**Run 1: clock network drawn from the DEF**

The bar under the picture is 20 µm long.
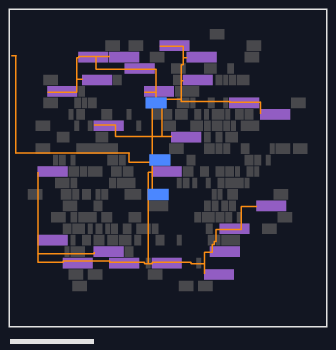
**Run 1: cell placement**

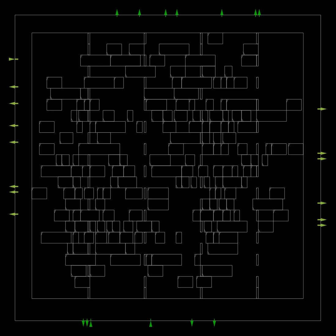
**Run 1: cell classes on the final placement**

The bar under the picture is 20 µm long.
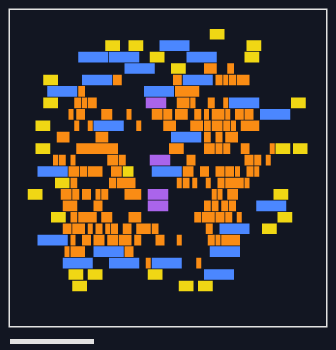
**Run 1: gate-type map**

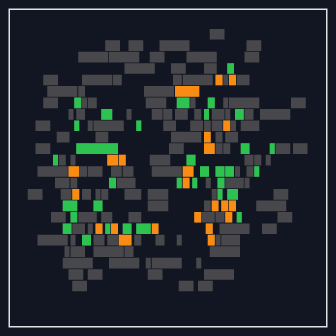
### src/rtl/vga_timing_gen.sv
// VGA raster timing generator: DrawX/DrawY pixel position with hsync, vsync, blank and sof decodes.
// Latency: one enabled vga_clk edge per pixel; every output is a flop decoded from next-state counters.
// Backpressure: pix_en low freezes the raster; every output holds until pix_en returns high.
//
// Ports:
//   vga_clk      in   pixel clock, all logic on its rising edge
//   reset        in   synchronous active-high reset, returns the raster to pixel (0,0)
//   pix_en       in   advance enable, the raster steps one pixel per edge while high
//   DrawX        out  10-bit horizontal position, 0..H_TOTAL-1
//   DrawY        out  10-bit vertical position, 0..V_TOTAL-1
//   hsync        out  horizontal sync, active-low
//   vsync        out  vertical sync, active-low, covers whole lines
//   blank        out  high while (DrawX,DrawY) is in the visible region
//   sof          out  high while (DrawX,DrawY) = (0,0)
//   frame_count  out  16-bit wrapping frame counter, present only when VGA_FRAME_COUNT_EN is defined
//
// Optional feature macro: VGA_FRAME_COUNT_EN (undefined by default; adds frame_count).
// H_TOTAL and V_TOTAL must each fit in 10 bits.

module vga_timing_gen #(
  parameter int H_ACTIVE = 640,
  parameter int H_FP     = 16,
  parameter int H_SYNC   = 96,
  parameter int H_BP     = 48,
  parameter int V_ACTIVE = 480,
  parameter int V_FP     = 10,
  parameter int V_SYNC   = 2,
  parameter int V_BP     = 33
) (
  input  logic        vga_clk,
  input  logic        reset,
  input  logic        pix_en,
  output logic [9:0]  DrawX,
  output logic [9:0]  DrawY,
  output logic        hsync,
  output logic        vsync,
  output logic        blank,
`ifdef VGA_FRAME_COUNT_EN
  output logic        sof,
  output logic [15:0] frame_count
`else
  output logic        sof
`endif
);

  localparam int H_TOTAL = H_ACTIVE + H_FP + H_SYNC + H_BP;
  localparam int V_TOTAL = V_ACTIVE + V_FP + V_SYNC + V_BP;

  // Decode boundaries, pre-sized to the counter width so every compare is 10-bit.
  localparam logic [9:0] H_LAST   = 10'(H_TOTAL - 1);
  localparam logic [9:0] V_LAST   = 10'(V_TOTAL - 1);
  localparam logic [9:0] H_VIS    = 10'(H_ACTIVE);
  localparam logic [9:0] V_VIS    = 10'(V_ACTIVE);
  localparam logic [9:0] HS_START = 10'(H_ACTIVE + H_FP);
  localparam logic [9:0] HS_END   = 10'(H_ACTIVE + H_FP + H_SYNC);
  localparam logic [9:0] VS_START = 10'(V_ACTIVE + V_FP);
  localparam logic [9:0] VS_END   = 10'(V_ACTIVE + V_FP + V_SYNC);

  logic       at_h_last;
  logic       at_v_last;
  logic [9:0] x_nxt;
  logic [9:0] y_nxt;
  logic       hsync_nxt;
  logic       vsync_nxt;
  logic       blank_nxt;
  logic       sof_nxt;

  assign at_h_last = (DrawX == H_LAST);
  assign at_v_last = (DrawY == V_LAST);

  // Next raster position. With pix_en low the next position equals the current
  // one, so the decodes below reproduce the current outputs and everything holds.
  always_comb begin
    x_nxt = DrawX;
    y_nxt = DrawY;
    if (pix_en) begin
      if (at_h_last) begin
        x_nxt = '0;
        y_nxt = at_v_last ? '0 : DrawY + 10'd1;
      end else begin
        x_nxt = DrawX + 10'd1;
      end
    end
  end

  // Decoding from the next position lets the decodes register alongside the
  // counters, so sync/blank/sof always line up with the DrawX/DrawY shown.
  always_comb begin
    hsync_nxt = !((x_nxt >= HS_START) && (x_nxt < HS_END));
    vsync_nxt = !((y_nxt >= VS_START) && (y_nxt < VS_END));
    blank_nxt = (x_nxt < H_VIS) && (y_nxt < V_VIS);
    sof_nxt   = (x_nxt == 10'd0) && (y_nxt == 10'd0);
  end

  always_ff @(posedge vga_clk) begin
    if (reset) begin
      DrawX <= '0;
      DrawY <= '0;
      hsync <= 1'b1;
      vsync <= 1'b1;
      blank <= 1'b1;
      sof   <= 1'b1;
    end else begin
      DrawX <= x_nxt;
      DrawY <= y_nxt;
      hsync <= hsync_nxt;
      vsync <= vsync_nxt;
      blank <= blank_nxt;
      sof   <= sof_nxt;
    end
  end

`ifdef VGA_FRAME_COUNT_EN
  // Counts the enabled edge that wraps the last pixel of a frame back to (0,0).
  logic frame_wrap;

  assign frame_wrap = pix_en && at_h_last && at_v_last;

  always_ff @(posedge vga_clk) begin
    if (reset) begin
      frame_count <= '0;
    end else if (frame_wrap) begin
      frame_count <= frame_count + 16'd1;
    end
  end
`endif

endmodule

### config.mk
export PLATFORM = sky130hd
export DESIGN_NAME = vga_timing_gen
export DESIGN_NICKNAME = d
export VERILOG_FILES = /design/src/rtl/vga_timing_gen.sv
export SDC_FILE = /design/constraint.sdc
export NUM_CORES = 1
export LEC_CHECK = 0
export CORE_MARGIN = 4
export CORE_UTILIZATION = 30
export CTS_CLUSTER_SIZE = 28
export DETAILED_ROUTE_END_ITERATION = 8
export PLACE_DENSITY_LB_ADDON = 0.1
export RECOVER_POWER = 25
export SYNTH_ARGS = -nofsm -noshare
export SYNTH_HDL_FRONTEND = slang
export SYNTH_SLANG_ARGS = --single-unit
### constraint.sdc
create_clock -name vga_clk -period 4.87 [get_ports vga_clk]
set_input_delay 0.974 -clock vga_clk [delete_from_list [all_inputs] [get_ports vga_clk]]
set_output_delay 0.974 -clock vga_clk [all_outputs]
set_load 0.03 [all_outputs]
==> results_slide.txt, run 1 <==
Flow Results at a Glance

Yosys
  • Max-area cell share: 35.6%
  • Mean Syn Cell Area: 8.24 µm²
  • Most used flip-flop cell: dfxtp_1
  • Yosys cell count: 164
  • Synth Net Count: 170
  • Post-Synthesis Cell Area: 1350 µm²
  • Yosys Warn Count: 0
  • Yosys stat chip area: 1350 µm²
  • Synthesized instance count: 164
  • Flip-flops with a built-in enable: 0
  • Top cell type by total area after synthesis: dfxtp_1
  • Synth Seq Share: 35.6%
  • Ys flops: 24
  • Top cells by area: dfxtp_1 36%, nor3_1 5.2%, nor2_1 5.0%
  • FFs w/ async S/R, synth: 0%
  • Distinct cells, synth: 43

Detailed routing
  • Final wirelength: 3.62 mm
  • Post-DR wirelength/cell: 15.2 µm
  • ANT nets after route: 0
  • Pre-antenna DRT Iters: 4
  • Residual DRC: 0
  • Via density: 5.43
  • Via Count: 1,297

Die
  • Placeable Area: 4350 µm²
  • Die Y-Extent: 75.1 µm
  • IO Pins: 27
  • Die Width: 75.1 µm
  • FP Rows: 24
  • Chip area: 5640 µm²
  • Init Core Util: 31.0%

Placed design
  • Post-DP HPWL: 2.65 mm
  • Final GP Congestion: 0.778
  • PortBufs: 26

Clocking
  • Post-CTS sizing: 0
  • H-tree lvl count: 1
  • CTS sink cnt: 24
  • Root Buffer: clkbuf_8
  • CTS tree: built
  • Post CTS Setup Buffer Count: 0
  • Hold-fix buffers at CTS: 0
  • Clock Pin Slew Worst Setup and Hold Paths: 0.09 ns
  • Later-pin clock latency in the skew report: 0.26 ns
  • Clk buf depth: 2
  • CTS buffer count: 3

Power and ir drop
  • P_int: 0.280 mW
  • Clock share of power: 37.7%
  • P_leak: 0.546 nW
  • Flop pwr share: 55.5%
  • Switching portion of total power: 22.7%
  • Comb pwr share: 6.7%
  • PwrDens: 213 nW/µm²
  • Max IR drop VDD: 0.0833 mV
  • Switching component of the power: 0.0822 mW

Critical path
  • Reg2reg start: DrawX[1]
  • Critical path startpoint: pix_en
  • Critical Path Fanout Max: 12
  • WS Path Type: in2reg
  • Crit end category: flop
  • WP data required: 5.04 ns
  • Crit path launch type: input port

Timing
  • Max Slew Vio Count: 0
  • Slew headroom: 53.8%
  • Setup TNS Final: 0 ns
  • Final Hold Fails: 0
  • Unrepaired setup endpoints after global routing: false
  • Period utilisation layout: 73.6%
  • Worst-Margin Slew: 0.690 ns
  • Setup violators final: 0
  • Minimum clock period: 3.59 ns
  • Post-route clock skew: 0.00192 ns
  • Peak Freq: 279 MHz

Cells and area
  • Area delta synth->final: 25.8%
  • ANT cells: 0
  • Core Util, Final: 39.1%
  • Fraction of layout cells with a size suffix above 1: 7.49%
  • Dominant logic cell types in the final layout: 24 x dfxtp_1, 19 x clkdlybuf4s50_1, 18 x nor2_1, 14 x nor3_1, 12 x a21oi_1
  • Nets: 194
  • Fillers: 443

Min path
  • Worst hold start: DrawY[2]
  • Min-Delay Path Class: reg2reg

Job
  • OpenROAD warning count: 27
  • MaxCap Viol Count: 0

Global routing
  • First-pass GRT wire length: 5.94 mm
  • Initial antenna violation count: 0
  • Vias in the first global route: 1,238

Status
  • Outcome: completed
-- 'clock network drawn from the DEF' (at the start) --
clock drivers: drawn in blue, count 3. flip-flops: drawn in purple, count 24. clock wires: drawn in orange, length 346 µm.
There are 4 routed clock nets.

-- 'cell placement' (at the start) --
Tapcells: 52
Seq/total area: 28.3%
Flops: 24

-- 'cell classes on the final placement' (at the start) --
combinational and other logic: drawn in orange, cells 132, share of their area 51%. remaining buffers and delay cells: drawn in yellow, cells 27, share of their area 16%. sequential cells: drawn in blue, cells 24, share of their area 29%. clock drivers and dummy loads: drawn in purple, cells 4, share of their area 3.4%.

-- 'gate-type map' (at the start) --
nand cells: drawn in green, cells 33, most used nand2_1. aoi and oai cells: drawn in orange, cells 23, most used a21oi_1.
Post-Layout Cell Count: 239
dominant logic cell type in the layout: dfxtp_1
multi-input combinational area share: 47.8%

[run 1: final timing paths]
kind	slack, ns	to	depth (start not counted)
worst max-delay path	1.28	sof	7
worst min-delay path	0.59	DrawY[2]	2
worst max register to register	2.02	sof	7
worst min register to register	0.59	DrawY[2]	2
[run 1: stage by stage]
step	hold slack (ns)	worst slack [ns]	area, µm²	std cells	power (mW)
6_report	0.591	1.28	1700	239	0.362
5_1_grt	0.639	1.08	1700	239	0.380
4_1_cts	0.588	1.37	1700	239	0.370
3_5_place_dp	0.574	1.10	1650	235	0.231
3_3_place_gp	0.573	1.15	1650	235	0.231
2_1_floorplan	0.638	1.86	1350	164	0.221
[run 1: power by group through the flow]
stage | sequential [mW] | clock, mW | combinational (mW)
5_1_grt | 0.201 | 0.152 | 0.0269
2_1_floorplan | 0.209 | 0 | 0.0118
6_report | 0.201 | 0.137 | 0.0244
3_5_place_dp | 0.206 | 0 | 0.0248
3_3_place_gp | 0.206 | 0 | 0.0249
4_1_cts | 0.201 | 0.144 | 0.0250
[run 1: cells in the mapped netlist (2+ instances only)]
cell type,number
a21oi_1,12
and2_1,4
and3_1,2
clkbuf_1,6
dfxtp_1,24
ha_1,3
inv_1,5
nand2_1,11
nand3_1,6
nand3_2,2
nand3b_1,2
nand4_1,9
nor2_1,18
nor3_1,14
nor4_2,2
nor4b_1,2
o21a_1,4
o21ai_0,4
or3_1,3
or4_1,2
xnor2_1,5
xor2_1,3
[run 1: state kept, by name (all words and copies together), names as in the netlist]
| signal | flops |
|---|---|
| hsync | 1 |
| blank | 1 |
| DrawX | 10 |
| sof | 1 |
| DrawY | 10 |
| vsync | 1 |
[run 1: area by class of cell]
class | instances | area, µm² | area share, %
multi-input combinational | 127 | 813 | 47.8
sequential | 24 | 480 | 28.3
timing repair buffer | 27 | 268 | 15.7
tap | 52 | 65.1 | 3.83
clock buffer | 4 | 55.1 | 3.24
inverter | 5 | 18.8 | 1.10
[run 1: cells by family (layout without fill, tap and decap cells)]
group	Yosys count	after routing	share of synthesized area, %
flops	24	24	35.6
xor+xnor	8	8	5.19
fa+ha+maj	3	3	2.78
buf+inv	13	36	4.26
compound gates	29	29	14.0
simple gates	86	86	37.5
mux	1	1	0.741
[run 1: metal layers]
metal | part of all wire, % | track usage, %
met5 | 0 | 0
met2 | 49 | 23.1
met1 | 46 | 18.1
met3 | 4.1 | 2.27
met4 | 0.88 | 4.15
[run 1: worst max-delay path: stages]
cell           delay [ns]
dlygate4sd3_1        0.73
nand2_1              0.21
or4_4                0.61
nor3_1               0.26
xor2_1               0.12
or4_1                0.54
o41ai_2              0.31
## Run 2: what changed since run 1
==> constraint.sdc (replaced) <==
create_clock -name vga_clk -period 3.1 [get_ports vga_clk]
set_input_delay 0.62 -clock vga_clk [delete_from_list [all_inputs] [get_ports vga_clk]]
set_output_delay 0.62 -clock vga_clk [all_outputs]
set_load 0.03 [all_outputs]
**Run 2: gate-type map**

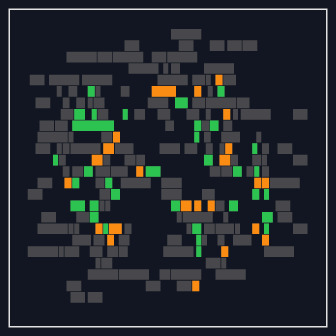
aoi and oai cells: drawn in orange, cells 23, most used a21oi_1. nand cells: drawn in green, cells 33, most used nand2_1.

==> results_slide.txt, run 2 <==
Flow Results at a Glance

Status
  • Outcome: completed

Cells and area
  • Fillers: 440
  • Fraction of layout cells with a size suffix above 1: 10.7%
  • Dominant logic cell types in the final layout: 24 x dfxtp_1, 21 x clkdlybuf4s50_1, 18 x nor2_1, 14 x nor3_1, 12 x a21oi_1
  • Nets: 203
  • Post-Layout Cell Count: 248
  • Dominant logic cell type in the layout: dfxtp_1
  • Final instance area: 1760 µm²
  • ANT cells: 0
  • Area delta synth->final: 30.3%
  • Biggest regs: DrawX: 10 flops, DrawY: 10 flops

Clocking
  • CTS buffer count: 3
  • Root Buffer: clkbuf_8
  • Post CTS Setup Buffer Count: 0
  • Later-pin clock latency in the skew report: 0.26 ns
  • Post-CTS sizing: 0
  • Hold-fix buffers at CTS: 0
  • Clk buf depth: 2
  • Clock Pin Slew Worst Setup and Hold Paths: 0.09 ns
  • CTS sink cnt: 24
  • H-tree lvl count: 1
  • CTS tree: built

Power and ir drop
  • P_leak: 0.579 nW
  • PwrDens: 325 nW/µm²
  • Total power: 0.572 mW
  • Max IR drop VDD: 0.113 mV

Yosys
  • Top cells by area: dfxtp_1 36%, nor3_1 5.2%, nor2_1 5.0%
  • Synthesized instance count: 164
  • Max-area cell share: 35.6%
  • Distinct cells, synth: 43
  • Most used flip-flop cell: dfxtp_1
  • Flip-flops with a built-in enable: 0
  • Post-Synthesis Cell Area: 1350 µm²
  • Ys flops: 24
  • Yosys Warn Count: 0
  • Count leader, synth: dfxtp_1
  • Mean Syn Cell Area: 8.24 µm²
  • Yosys cell count: 164
  • Yosys stat chip area: 1350 µm²
  • Synth Seq Share: 35.6%
  • Synth top cells by count: 24 x dfxtp_1, 18 x nor2_1, 14 x nor3_1
  • FFs w/ async S/R, synth: 0%
  • Top cell type by total area after synthesis: dfxtp_1
  • Synth Net Count: 170

Global routing
  • Initial antenna violation count: 0
  • GRT overflow: 0
  • Largest net degree at the start of global routing: 14
  • Vias in the first global route: 1,337
  • First-pass GRT wire length: 6.27 mm
  • GRT Util Overall: 14.6%

Detailed routing
  • Final wirelength: 3.67 mm
  • Residual DRC: 0
  • Pre-antenna DRT Iters: 4
  • Via Count: 1,284
  • Via density: 5.18
  • ANT nets after route: 0
  • DRT iter0 DRCs: 52
  • Post-DR wirelength/cell: 14.8 µm

Placed design
  • Cell Area, Placed: 1710 µm²
  • Final GP Congestion: 0.874
  • Post-DP HPWL: 2.83 mm
  • Dpl cells: 244
  • PortBufs: 26
  • Pre-CTS setup slack: 0.0407 ns

Die
  • Init Core Util: 31.0%
  • FP Rows: 24
  • Die Y-Extent: 75.1 µm
  • Chip area: 5640 µm²
  • Placeable Area: 4350 µm²
  • Die Width: 75.1 µm
  • IO Pins: 27

Critical path
  • Delay-heaviest family, CP: simple AND/OR/NAND/NOR gates
  • WP data required: 3.28 ns
  • Slowest stage cell on the critical path: dlygate4sd3_1
  • Crit path launch type: input port
  • Worst path bufs/invs: 1
  • Worst R2R Path Depth: 7
  • WS Path Type: in2reg
  • Crit end category: flop
  • Register-to-register setup slack: 0.43 ns
  • CP Depth: 7
  • Critical Path Fanout Max: 5
  • CP max stage delay: 0.55 ns
  • CP cell instances: dlygate4sd3_1 > nand2_1 > or4_4 > nor3_1 > xor2_1 > or4_1 > o41ai_2
  • Worst EP arrival: 3.03 ns

Timing
  • Post-layout worst setup margin: 0.246 ns
  • Final Hold Fails: 0
  • Period utilisation layout: 92.1%
  • Minimum clock period: 2.85 ns
  • Peak Freq: 350 MHz
  • Max Slew Vio Count: 0
  • Setup violators final: 0
  • Unrepaired setup endpoints after global routing: false
  • Setup TNS Final: 0 ns
  • Worst-Margin Slew: 0.661 ns
  • Slew headroom: 55.5%
  • Post-route clock skew: 0.00169 ns

Job
  • OpenROAD warning count: 27
  • MaxCap Viol Count: 0

Min path
  • Min-Delay Path Class: reg2reg
  • Hold depth: 2
## run 2: worst min-delay path, stage by stage, from the launching register on
cell and delay [ns]:
dfxtp_1 0.40, nand2_1 0.09, a21oi_1 0.05
## run 2: path summary, 6_finish.rpt
| kind | from | end |
|---|---|---|
| hold reg to reg | DrawY[2] | DrawY[2] |
| setup / recovery | pix_en | sof |
| setup reg to reg | DrawX[1] | sof |
| hold / removal | DrawY[2] | DrawY[2] |
## run 2: metal layers
metal  vias to the layer above  GRT usage [%]  share of wire, %
li1                        664              -                 -
met1                       594           18.4                45
met2                        22           25.3                50
met3                         4           2.40               3.8
met4                         0           4.35               1.1
met5                         -              0                 0
## run 2: power breakdown
part,switching (mW),internal (mW)
Combinational,0.0235,0.0177
Clock,0.102,0.113
Sequential,0.00434,0.311
## run 2: kinds of logic (layout without fill, tap and decap cells)
| family | count (synthesis) | after routing | synth area share [%] |
|---|---|---|---|
| and+or+nand+nor | 86 | 86 | 37.5 |
| AOI/OAI and AO/OA | 29 | 29 | 14.0 |
| DFF | 24 | 24 | 35.6 |
| buffers and inverters | 13 | 45 | 4.26 |
| xor gates and xnor gates | 8 | 8 | 5.19 |
| adders and majority gates | 3 | 3 | 2.78 |
| muxes | 1 | 1 | 0.741 |
## run 2: area by class of cell
class	instances	area, µm²	share of cell area (%)
flip-flops and latches	24	480	27.3
clock buffers	4	55.1	3.13
multi-input cells	127	813	46.2
repair buffers	36	328	18.6
inverters	5	18.8	1.07
well taps	52	65.1	3.70
## run 2: through the flow
step	hold slack (ns)	utilization, %
floorplan	0.638	-
global placement	0.553	39.3
detailed placement	0.569	39.3
CTS	0.582	40.6
global route	0.612	40.4
finish	0.575	40.4
No activity file was given, so power comes from the tool's default toggle rates.
